===== src/rtl/ack_pkg.sv =====
// ack_pkg: shared response entry type and queue sizing limits
package ack_pkg;
  localparam int ACK_DEPTH_MIN = 2;
  localparam int ACK_DEPTH_MAX = 16;
  localparam int ACK_WID_MAX   = 16;
  localparam int ACK_DWID_MAX  = 64;

  typedef struct packed {
    logic                    we;
    logic [ACK_WID_MAX-1:0]  id;
    logic [ACK_DWID_MAX-1:0] dat;
  } resp_t;

  function automatic resp_t mk_resp(logic we, logic [ACK_WID_MAX-1:0] id, logic [ACK_DWID_MAX-1:0] dat);
    resp_t r;
    r.we  = we;
    r.id  = id;
    r.dat = dat;
    return r;
  endfunction
endpackage


===== src/rtl/ack_resp_ram.sv =====
// ack_resp_ram: entry storage with two adjacent write ports and one async read port
module ack_resp_ram
  import ack_pkg::*;
#(
  parameter int DEPTH = 4,
  localparam int AW = $clog2(DEPTH)
) (
  input  logic          clk,
  input  logic          we0,
  input  logic          we1,
  input  logic [AW-1:0] wptr,
  input  resp_t         d0,
  input  resp_t         d1,
  input  logic [AW-1:0] rptr,
  output resp_t         rd
);
  resp_t mem [DEPTH];

  // wr0 lands at wptr, wr1 at the following slot (wraps with the pointer width)
  always_ff @(posedge clk) begin
    if (we0) mem[wptr] <= d0;
    if (we1) mem[wptr + AW'(1)] <= d1;
  end

  assign rd = mem[rptr];
endmodule


===== src/rtl/ack_resp_queue.sv =====
// ack_resp_queue: merges read/write ack events into one ordered response FIFO
module ack_resp_queue
  import ack_pkg::*;
#(
  parameter int WID   = 6,
  parameter int DWID  = 32,
  parameter int DEPTH = 4
) (
  input  logic                     clk_i,
  input  logic                     rst_ni,
  input  logic                     ce_i,
  input  logic                     rack_i,
  input  logic [WID-1:0]           rid_i,
  input  logic [DWID-1:0]          rdat_i,
  input  logic                     wack_i,
  input  logic [WID-1:0]           wid_i,
  output logic                     resp_valid_o,
  input  logic                     resp_ready_i,
  output logic                     resp_we_o,
  output logic [WID-1:0]           resp_id_o,
  output logic [DWID-1:0]          resp_dat_o,
  output logic [$clog2(DEPTH):0]   count_o,
  output logic                     full_o,
  output logic                     empty_o,
  output logic                     ovf_o
);
  localparam int AW = $clog2(DEPTH);
  localparam int CW = AW + 1;

  logic [AW-1:0] wptr, rptr;
  logic [CW-1:0] count, free;
  logic [1:0]    n_acc;
  logic          ovf, deq, ev_w, ev_r, acc_w, acc_r, drop;
  resp_t         w_ent, r_ent, head;
  logic          unused_head;

  // Qualify events, size the free space (a same-edge dequeue frees a slot) and favour the write entry
  always_comb begin
    ev_w  = ce_i & wack_i;
    ev_r  = ce_i & rack_i;
    deq   = (count != '0) & resp_ready_i;
    free  = CW'(DEPTH) - count + CW'(deq);
    acc_w = ev_w & (free != '0);
    acc_r = ev_r & (free >= (ev_w ? CW'(2) : CW'(1)));
    drop  = (ev_w & ~acc_w) | (ev_r & ~acc_r);
    n_acc = {1'b0, acc_w} + {1'b0, acc_r};
    w_ent = mk_resp(1'b1, ACK_WID_MAX'(wid_i), '0);
    r_ent = mk_resp(1'b0, ACK_WID_MAX'(rid_i), ACK_DWID_MAX'(rdat_i));
  end

  ack_resp_ram #(.DEPTH(DEPTH)) u_ram (
    .clk  (clk_i),
    .we0  (acc_w | acc_r),
    .we1  (acc_w & acc_r),
    .wptr (wptr),
    .d0   (acc_w ? w_ent : r_ent),
    .d1   (r_ent),
    .rptr (rptr),
    .rd   (head)
  );

  // Pointers wrap naturally at the power-of-two depth; overflow is sticky until reset
  always_ff @(posedge clk_i or negedge rst_ni) begin
    if (!rst_ni) begin
      wptr  <= '0;
      rptr  <= '0;
      count <= '0;
      ovf   <= 1'b0;
    end else begin
      wptr  <= wptr + AW'(n_acc);
      rptr  <= rptr + AW'(deq);
      count <= count + CW'(n_acc) - CW'(deq);
      ovf   <= ovf | drop;
    end
  end

  assign resp_valid_o = count != '0;
  assign resp_we_o    = resp_valid_o & head.we;
  assign resp_id_o    = resp_valid_o ? head.id[WID-1:0] : '0;
  assign resp_dat_o   = resp_valid_o ? head.dat[DWID-1:0] : '0;
  assign count_o      = count;
  assign full_o       = count == CW'(DEPTH);
  assign empty_o      = count == '0;
  assign ovf_o        = ovf;
  assign unused_head  = ^head;
endmodule

===== config.mk =====
export PLATFORM = sky130hd
export DESIGN_NAME = ack_resp_queue
export DESIGN_NICKNAME = d
export VERILOG_FILES = /design/src/rtl/ack_pkg.sv /design/src/rtl/ack_resp_ram.sv /design/src/rtl/ack_resp_queue.sv
export SDC_FILE = /design/constraint.sdc
export NUM_CORES = 1
export LEC_CHECK = 0
export CORE_UTILIZATION = 55
export CTS_CLUSTER_DIAMETER = 80
export DETAILED_ROUTE_END_ITERATION = 16
export PLACE_DENSITY = 0.78
export REMOVE_ABC_BUFFERS = 1
export SETUP_SLACK_MARGIN = 0.15
export SYNTH_ARGS = -nofsm -noshare
export SYNTH_HDL_FRONTEND = slang
export SYNTH_SLANG_ARGS = --single-unit

===== constraint.sdc =====
create_clock -name clk_i -period 11.76 [get_ports clk_i]
set_clock_uncertainty 0.05 [all_clocks]
set_input_delay 1.176 -clock clk_i [delete_from_list [all_inputs] [get_ports clk_i]]
set_output_delay 1.176 -clock clk_i [all_outputs]
set_load 0.01 [all_outputs]

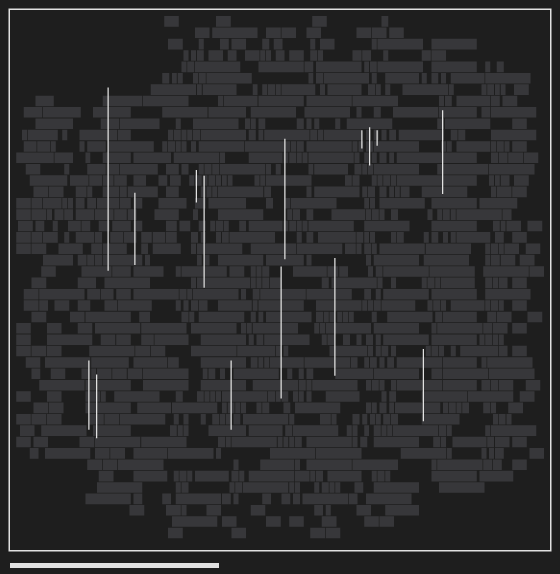
Figure 1: run 1, the metal 4 layer.
Scale bar: 50 µm. Cells faint in the background.
wire length on this layer	283 µm
share of all routed wire	1.4%
nets with wire on the layer	9
longest straight run	43.5 µm
via count: 6,579
total wire length: 20,700 µm

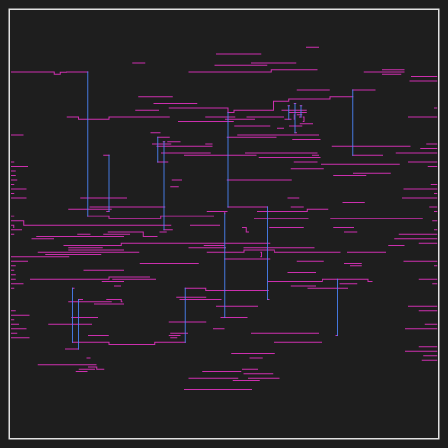
Figure 2: run 1, signal wires by layer.
Only two layers are drawn.
colour	layer	wire length
magenta	metal 3	2,000 µm
blue	metal 4	283 µm
wire length per cell: 19.0 µm
GRT Overall Usage: 26.5%

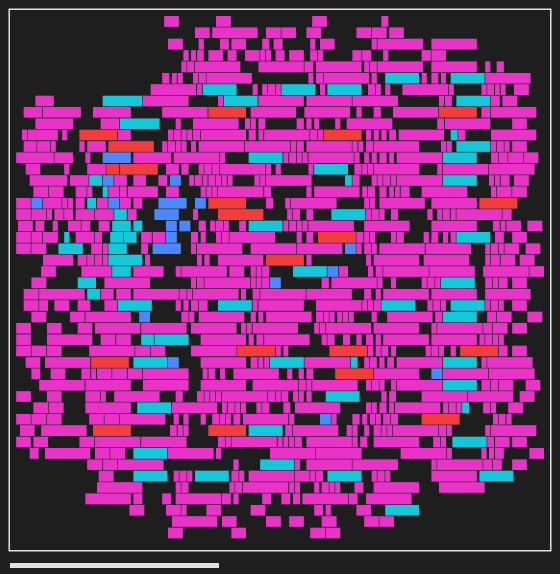
Figure 3: run 1, drive-strength map.
Scale bar: 50 µm.
colour	size	cells	share
magenta	_0 and _1 cells	772	89%
red	_6 and larger	20	2.3%
blue	_3 and _4 cells	19	2.2%
cyan	_2 cells	60	6.9%
P&R area growth vs syn: 16.4%
bufs w/o clock: 109

==> impl_metrics.yaml, run 1 <==
# generated from flow reports
clock_network:
  ctsHoldBuffers: 0
  clk_path_buf_depth: 2
  cts_tree: "done"
  cts_inserted_buffers: 17
  cts.sink_count: 164
  post_cts_buffers: 0
  clk_latency_ns: 0.43
  h-tree-depth: 4
setup_path:
  arrival_ns: 4.98
  critPathMaxFanout: 32
  startpoint_type: "primary input"
  critical_path_class: "in -> reg"
  crit_required_ns: 11.78
synth:
  synth_top_cell_by_area: "edfxtp_1"
  synth.avg_cell_area_um2: 10.8
  topCellsByArea: "edfxtp_1, nand2_1, mux4_2"
  async_flop_share_pct: 4.88
  synth_flops: 164
  synth_cell_types: 44
  yosysChipArea_um2: 8900
global_route:
  grt_max_degree: 129
  grt_pass1_vias: 6300
  antenna_found_initial: 0
  grt_pass1_wl_um: 33000
timing:
  finalSetupViolations: 0
  whs_ns: 0.405
  drv_slew: 0
  max_clock_freq_mhz: 202
  min_period_ns: 4.96
  worst_pin_slew_ns: 1.23
  hold_violations: 0
  fin_crit_sh_pct: 42.1
  setup_tns_ns: 0
  relSlewSlack_pct: 17.9
floorplanning:
  die_h_um: 129
  pin_count: 96
  core_area_um2: 15800
  fp_util_pct: 56.2
place:
  port_buffers: 95
job:
  tool_warnings: 28
cells_and_area:
  diodes: 0
  drive_above_1_share_pct: 11.4
detailed_routing:
  firstDrtPassIters: 7
  drc: 0
  drt_iter0_markers: 752
  postRouteAntennaNets: 0
power_and_ir_drop:
  peakVddDrop_v: 0.000195
  p_leak_nw: 3.24
  p_per_area_nw_per_um2: 248
worst_hold_path:
  holdCritPathClass: "reg -> reg"
status:
  status: "completed"
## run 1: worst max-delay path: stages
cell and delay, ns:
clkdlybuf4s50_1 0.50, and2_1 0.28, inv_2 0.17, ha_1 0.29
nand2b_1 0.09, a211oi_1 0.09, nor2_1 0.15, ha_1 0.30
and3b_1 0.68, buf_4 0.38, nand2b_2 0.35, buf_4 0.47
## run 1: kinds of logic (layout without fill, tap and decap cells)
kind of cell,after synthesis,in the layout,share of synthesized area (%)
fa+ha+maj,12,12,1.77
flops,164,164,54.4
xor+xnor,7,7,0.773
compound gates,170,170,11.6
mux,39,39,9.87
simple gates,327,327,16.0
buf+inv,105,152,5.53
## run 1: power by group
part	leakage [nW]	switching, W	internal (W)	total, W
logic	1.49	0.000526	0.000556	0.00108
registers	1.48	0.000112	0.000847	0.000960
clock network	0.268	0.000223	0.000307	0.000530
## run 1: sequential cells by signal, summed over array words and instances (netlist names)
signal / cells
count_o: 3
ovf_o: 1
u_ram.mem: 156
wptr: 2
rptr: 2
## run 1: cells in the mapped netlist (all sizes together) (2+ instances only)
library cell and number:
a211o 3, dfrtp 8, clkbuf 46, o211ai 4, a32o 24, nand2 262
xor2 2, o21ai 129, and3b 3, mux4 39, nor3 2, edfxtp 152
buf 48, a21oi 3, ha 11, or3b 2, inv 11, xnor2 5
dfxtp 4, nor3b 4, a211oi 5, or3 2, and2 41, nand2b 5
## run 1: cells in the final DEF, fill, tap and decap left out, types with 5 or more instances in the layout
cell type / netlist / routed
nand2_1: 262 / 261
edfxtp_1: 152 / 152
o21ai_0: 119 / 119
clkdlybuf4s50_1: 0 / 95
and2_1: 41 / 41
mux4_2: 39 / 39
a32o_1: 24 / 24
clkbuf_16: 0 / 17
buf_4: 4 / 14
ha_1: 11 / 11
inv_1: 9 / 9
o21ai_1: 9 / 9
dfrtp_1: 8 / 6
xnor2_1: 5 / 5
clkinv_1: 0 / 5
## run 1: per-layer routing
layer | up-vias | wire [µm] | GRT usage [%]
met3 | 32 | 2000 | 6.15
met4 | 0 | 282 | 8.51
li1 | 2989 | - | -
met5 | - | 0 | 0
met1 | 3184 | 8120 | 34.5
met2 | 374 | 10300 | 44.1
## run 1: area by class of cell
class	instances	area [µm²]
multi-input cells	555	3600
inverters	11	41.3
clock buffers	19	433
repair buffers	109	1060
fillers	1116	5470
clock inverters	13	115
well taps	216	270
flip-flops and latches	164	4850
## run 1: worst paths after layout
check / to / cells past startpoint / startpoint / slack (ns)
max in group asynchronous: rptr[1] / 1 / rst_ni / 10.42
worst max-delay path: u_ram.mem[3][30] / 12 / ce_i / 6.80
worst min-delay path: u_ram.mem[1][80] / 2 / u_ram.mem[1][80] / 0.41
min in group asynchronous: ovf_o / 1 / rst_ni / 0.96
worst max register to register: u_ram.mem[3][30] / 13 / count_o[2] / 7.10
worst min register to register: u_ram.mem[1][80] / 2 / u_ram.mem[1][80] / 0.41
## run 1: through the flow
step / util, % / total power (W) / cell area, µm²
2_1_floorplan: - / 0.00156 / 8450
6_report: 65.5 / 0.00257 / 10400
5_1_grt: 65.5 / 0.00270 / 10400
3_3_place_gp: 62.0 / 0.00202 / 9810
3_5_place_dp: 62.0 / 0.00206 / 9810
4_1_cts: 65.5 / 0.00258 / 10400
Figure 4. Met2 routing (run 1).
Cells faint in the background.
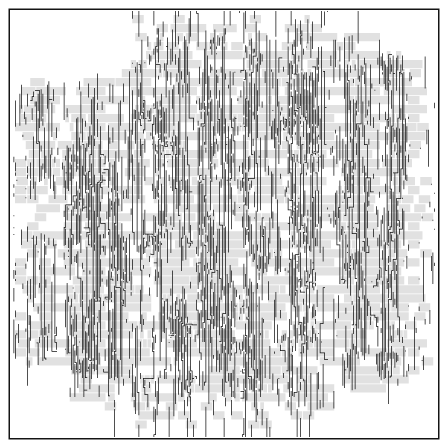

==> run 2, diff against run 1 <==
--- a/config.mk
+++ b/config.mk
@@ -5,10 +5,10 @@
 export SDC_FILE = /design/constraint.sdc
 export NUM_CORES = 1
 export LEC_CHECK = 0
-export CORE_UTILIZATION = 55
+export CORE_UTILIZATION = 52
 export CTS_CLUSTER_DIAMETER = 80
 export DETAILED_ROUTE_END_ITERATION = 16
-export PLACE_DENSITY = 0.78
+export PLACE_DENSITY = 0.77
 export REMOVE_ABC_BUFFERS = 1
 export SETUP_SLACK_MARGIN = 0.15
 export SYNTH_ARGS = -nofsm -noshare
==> constraint.sdc (replaced) <==
create_clock -name clk_i -period 4.1 [get_ports clk_i]
set_clock_uncertainty 0.05 [all_clocks]
set_input_delay 0.41 -clock clk_i [delete_from_list [all_inputs] [get_ports clk_i]]
set_output_delay 0.41 -clock clk_i [all_outputs]
set_load 0.01 [all_outputs]
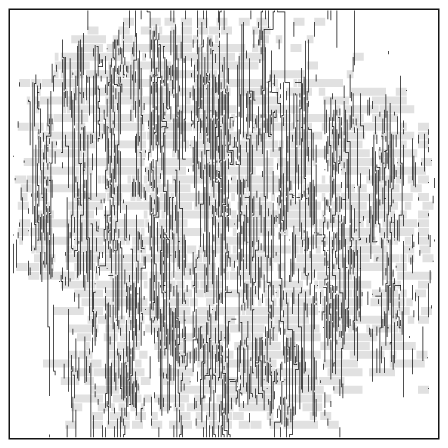
Figure 5: run 2, met2 routing.
Cells faint in the background.
main direction	vertical
longest straight run	48.3 µm
nets with wire on the layer	750
wire length on this layer	10,800 µm
share of all routed wire	50%
via count: 6,548
met2 Resource Use GR: 42.6%

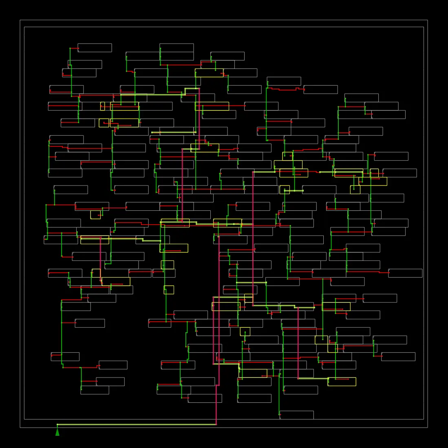
Figure 6: run 2, clock routing.
Clk power: 0.00156 W
Worst-Skew Late Latency: 0.43 ns

==> run 2 against run 1 <==
  * Sequential share of layout area decreased by 1.1 points
  * Sequential cell count unchanged
  * Worst setup slack got worse by 6.4 ns
  * Cell count increased by 2.3%
  * Total power increased to 2.9 times the previous value
  * Core utilization decreased by 1.7 points
  * Die size increased by 5.7%
  * Hold slack got worse by 0.20 ns
  * Global-route usage decreased by 1.1 points
  * Combinational power increased to 3.0 times the previous value
  * Critical endpoint is now count_o[2]
==> impl_metrics.yaml, run 2 <==
# generated from flow reports
floorplanning:
  fp_util_pct: 53.5
  pin_count: 96
  core_area_um2: 16600
  die_h_um: 133
setup_path:
  max_stage_delay_ns: 0.44
  startpoint_type: "flop"
  crit_chain: "or3_1 -> nand2_1 -> ha_1 -> inv_1 -> ha_1 -> ha_1 -> a211oi_2 -> or2_2 -> ha_1 -> inv_1 -> ha_1 -> inv_1 -> ha_1 -> fa_1 -> xnor2_1 -> xnor2_1"
  crit_required_ns: 4.41
  critPathMaxFanout: 5
  slowest_stage: "dfrtp_1"
  r2r-start: "count_o[0]"
  startpoint: "count_o[0]"
clock_network:
  cts_inserted_buffers: 17
  clk_path_buf_depth: 2
  cts.sink_count: 164
  h-tree-depth: 4
  cts_tree: "done"
place:
  placed_cell_area_um2: 10000
  port_buffers: 95
synth:
  logic_family: "simple AND/OR/NAND/NOR gates"
  simple_gate_share_pct: 16.0
  mux_share_pct: 9.87
  synth_cell_types: 44
  synth_top_cell_by_area: "edfxtp_1"
  adder_share_pct: 1.77
  topCellsByArea: "edfxtp_1, nand2_1, mux4_2"
  synth.avg_cell_area_um2: 10.8
  synth_flops: 164
status:
  status: "completed"
timing:
  hold_violations: 0
  worst_pin_slew_ns: 1.13
  min_period_ns: 3.73
  whs_ns: 0.207
  fin_crit_sh_pct: 91.0
  drv_slew: 0
  max_clock_freq_mhz: 268
  relSlewSlack_pct: 25.0
cells_and_area:
  syn_to_final_growth_pct: 19.2
  stdcell_area_um2: 10600
  final_util_pct: 63.7
  regMostFlops: "u_ram.mem"
  largest_reg_flops: 156
  final_cell_mix: "nand2_1, edfxtp_1, o21ai_0, clkdlybuf4s50_1, and2_1"
  drive_above_1_share_pct: 14.2
  n_fill_cell: 1300
global_route:
  antenna_found_initial: 0
  gr-usage-met3_pct: 4.90
  grt_pass1_vias: 6360
  grt_max_degree: 129
  grt-busiest-layer: "met2"
  track_usage_pct: 25.4
power_and_ir_drop:
  internal_power_w: 0.00498
  p_leak_nw: 3.36
  p_per_area_nw_per_um2: 714
  combPwrFrac_pct: 43.5
  seqPwrFrac_pct: 35.9
  switching_share_pct: 34.2
  peakVddDrop_v: 0.000436
worst_hold_path:
  holdCritPathClass: "in -> async"
detailed_routing:
  firstDrtPassIters: 5
  routed_wirelength_um: 21500
  drt_iter0_markers: 703
## run 2: cell types whose count changed in the layout (fill, tap and decap cells not counted), moves of 2 or more
cell	previous run	this run
clkinv_2	4	0
clkinv_1	5	1
clkbuf_1	2	0
clkinv_4	0	4
buf_12	0	4
clkinvlp_4	1	3
inv_6	1	4
inv_8	0	2
buf_4	14	31
## run 2: final timing paths
kind	to	slack, ns	depth (start not counted)
min in group clk_i	u_ram.mem[1][80]	0.41	2
max	count_o[2]	0.37	16
max in group asynchronous	rptr[1]	3.50	1
max reg2reg	count_o[2]	0.37	16
min reg2reg	u_ram.mem[1][80]	0.41	2
min	ovf_o	0.21	1
## run 2: per-stage QoR
stage / worst slack, ns / TNS (ns)
detailed placement: 0.188 / 0
finish: 0.368 / 0
floorplan: -1.98 / -313.87
global route: 0.193 / 0
CTS: 0.249 / 0
global placement: 0.303 / 0
## run 2: power by group through the flow
stage	registers [W]	logic, W	clock network, W
global placement	0.00272	0.00324	0
CTS	0.00272	0.00330	0.00157
detailed placement	0.00275	0.00329	0
floorplan	0.00272	0.00176	0
global route	0.00277	0.00354	0.00163
finish	0.00272	0.00329	0.00156
## run 2: cell families after synthesis
family / after synthesis
simple gates: 327
compound gates: 170
flops: 164
buf+inv: 105
mux: 39
fa+ha+maj: 12
xor+xnor: 7
## run 2: worst max-delay path: cells and delay by family, from the launching register on
family                   cells  cell delay, ns
AND-OR/OR-AND                1            0.08
adder cells (fa/ha/maj)      7            1.86
buffers and inverters        3            0.13
flip-flops                   1            0.44
XOR/XNOR                     2            0.35
AND/OR/NAND/NOR              3            0.75
## run 2: layout make-up
class	count	area (µm²)	area share, %
Tap cell	220	275	2.60
Sequential cell	164	4850	45.7
Clock buffer	17	425	4.01
Inverter	11	41.3	0.389
Clock inverter	15	149	1.40
Multi-Input combinational cell	555	3600	34.0
Timing Repair Buffer	130	1260	11.9
## run 2: timing repair
item | CTS | global route
setup buffers | 0 | 4
resized | 0 | 1
endpoints found under the setup margin | 0 | 75
hold buffers | 0 | 0
## run 2: per-layer routing
metal,vias to the layer above,routed length (µm)
met5,-,0
met4,0,580
met3,41,1610
met2,305,10800
met1,3171,8450
li1,3031,-
Figure 7. The metal 4 layer (run 2).
Scale bar: 50 µm. Cells faint in the background.
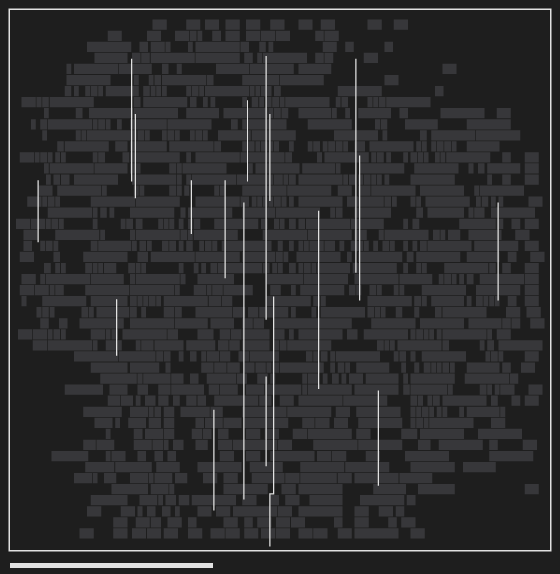

==> run 3, diff against run 2 <==
--- a/config.mk
+++ b/config.mk
@@ -9,6 +9,7 @@
 export CTS_CLUSTER_DIAMETER = 80
 export DETAILED_ROUTE_END_ITERATION = 16
 export PLACE_DENSITY = 0.77
+export RECOVER_POWER = 100
 export REMOVE_ABC_BUFFERS = 1
 export SETUP_SLACK_MARGIN = 0.15
 export SYNTH_ARGS = -nofsm -noshare
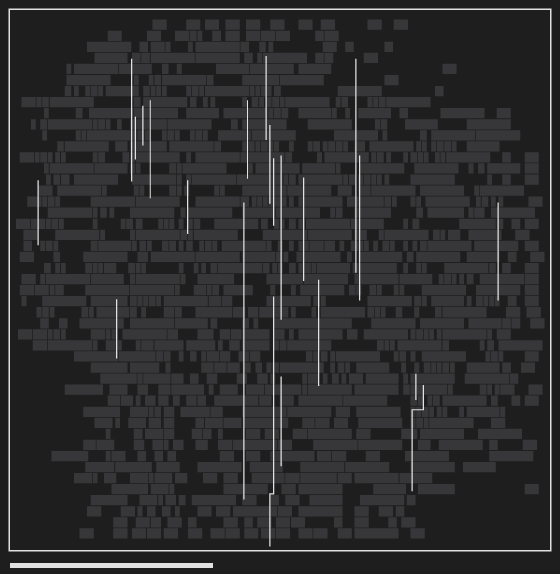
Figure 8: run 3, the metal 4 layer.
Scale bar: 50 µm. Cells faint in the background.
share of all routed wire	2.7%
longest straight run	72.8 µm
nets with wire on the layer	12
wire length on this layer	585 µm
main direction	vertical
total wire length: 21,500 µm
via count: 6,552

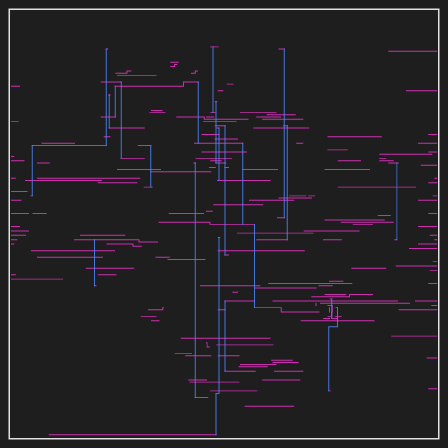
Figure 9: run 3, signal wires by layer.
Only two layers are drawn.
GRT Overall Usage: 25.4%
wire length per cell: 19.3 µm

==> run 3 against run 2 <==
  * Worst setup slack worse by 0.11 ns
  * Die size unchanged
  * Synthesized cell count unchanged
  * Maximum frequency is 2.8% lower
  * Non-clock buffer count did not move
  * Total power decreased by 2.3%
  * Via count about the same
  * Core utilization decreased by 0.44 points
  * First-iteration DRC count rose by 2.1%
  * Area after synthesis unchanged
  * Wire length about the same
  * Sequential share of layout area is 0.31 points higher
==> impl_metrics.yaml, run 3 <==
# generated from flow reports
cells_and_area:
  regMostFlops: "u_ram.mem"
  syn_to_final_growth_pct: 18.3
  diodes: 0
  final_cell_mix: "nand2_1, edfxtp_1, o21ai_0, clkdlybuf4s50_1, mux4_2"
  largest_reg_flops: 156
  final_util_pct: 63.3
  drive_above_1_share_pct: 13.3
timing:
  drv_slew: 0
  hold_violations: 0
  whs_ns: 0.274
  fin_crit_sh_pct: 93.6
  relSlewSlack_pct: 25.6
  finalSetupViolations: 0
worst_hold_path:
  holdCritPathClass: "in -> async"
setup_path:
  rrSetupSlack_ns: 0.26
  crit_required_ns: 4.35
  r2r_end: "u_ram.mem[0][66]"
  slowest_stage: "clkbuf_1"
  critPathMaxFanout: 13
  max_stage_delay_ns: 0.58
  cp_common_cell: "ha_1"
  r2r_cells: 13
power_and_ir_drop:
  p_sw_w: 0.00257
  combPwrFrac_pct: 42.2
synth:
  yosysChipArea_um2: 8900
  yosys-top-cells-count: "nand2_1, edfxtp_1, o21ai_0"
  async_flop_share_pct: 4.88
floorplanning:
  pin_count: 96
  fp_util_pct: 53.5
clock_network:
  cts_tree: "done"
  h-tree-depth: 4
  clk_path_buf_depth: 2
global_route:
  grt_pass1_wl_um: 33700
status:
  status: "completed"
detailed_routing:
  drc: 0
-- run 3: metal layers --
metal | global-route usage, % | wire [µm] | up-vias
li1 | - | - | 3029
met1 | 32.4 | 8470 | 3166
met2 | 42.6 | 10900 | 307
met3 | 4.90 | 1560 | 50
met4 | 10.2 | 585 | 0
met5 | 0 | 0 | -
-- run 3: how the worst max path moves through the flow --
stage,slack (ns),cells after the start,startpoint,endpoint
4_1_cts,0.25,13,count_o[0],u_ram.mem[2][65]
3_5_place_dp,0.19,12,ce_i,u_ram.mem[2][65]
5_1_grt,0.09,13,count_o[0],u_ram.mem[2][64]
6_report,0.26,13,count_o[0],u_ram.mem[0][66]
2_1_floorplan,-1.98,12,count_o[2],u_ram.mem[1][64]
3_3_place_gp,0.30,13,resp_ready_i,u_ram.mem[2][64]
-- run 3: cell families after synthesis --
| logic type | count (synthesis) | share of synthesized area, % |
|---|---|---|
| buffers and inverters | 105 | 5.53 |
| DFF | 164 | 54.4 |
| AOI/OAI and AO/OA | 170 | 11.6 |
| and+or+nand+nor | 327 | 16.0 |
| muxes | 39 | 9.87 |
| xor gates and xnor gates | 7 | 0.773 |
| adders and majority gates | 12 | 1.77 |
-- run 3: worst max-delay path: cells and delay by family, from the launching register on --
family	cells	cell delay, ns
adders and majority gates	4	0.98
AOI/OAI and AO/OA	2	0.38
DFF	1	0.43
buffers and inverters	2	0.62
and+or+nand+nor	5	1.24
-- run 3: repair_timing --
item,4_1_cts,5_1_grt
setup buffers,0,4
setup endpoints to repair,0,75
hold buffers,0,0
gates resized,0,1
-- run 3: final cells by class --
type | instances | area, µm²
fill | 1311 | 6110
sequential | 164 | 4850
multi-input combinational | 555 | 3590
timing repair buffer | 130 | 1210
clock buffer | 17 | 425
tap | 220 | 275
clock inverter | 15 | 149
inverter | 11 | 41.3
-- run 3: power by group through the flow --
stage          clock [W]  sequential (W)  combinational [W]
3_5_place_dp           0         0.00275            0.00329
3_3_place_gp           0         0.00272            0.00324
6_report         0.00156         0.00271            0.00312
4_1_cts          0.00157         0.00272            0.00330
2_1_floorplan          0         0.00272            0.00176
5_1_grt          0.00163         0.00276            0.00336
-- run 3: through the flow --
stage | cell area (µm²) | TNS [ns] | worst slack [ns]
floorplan | 8450 | -313.87 | -1.98
global placement | 10000 | 0 | 0.303
finish | 10500 | 0 | 0.261
CTS | 10600 | 0 | 0.249
detailed placement | 10000 | 0 | 0.188
global route | 10500 | 0 | 0.0868
Power figures rest on the tool's default switching activity, not on a simulated workload.
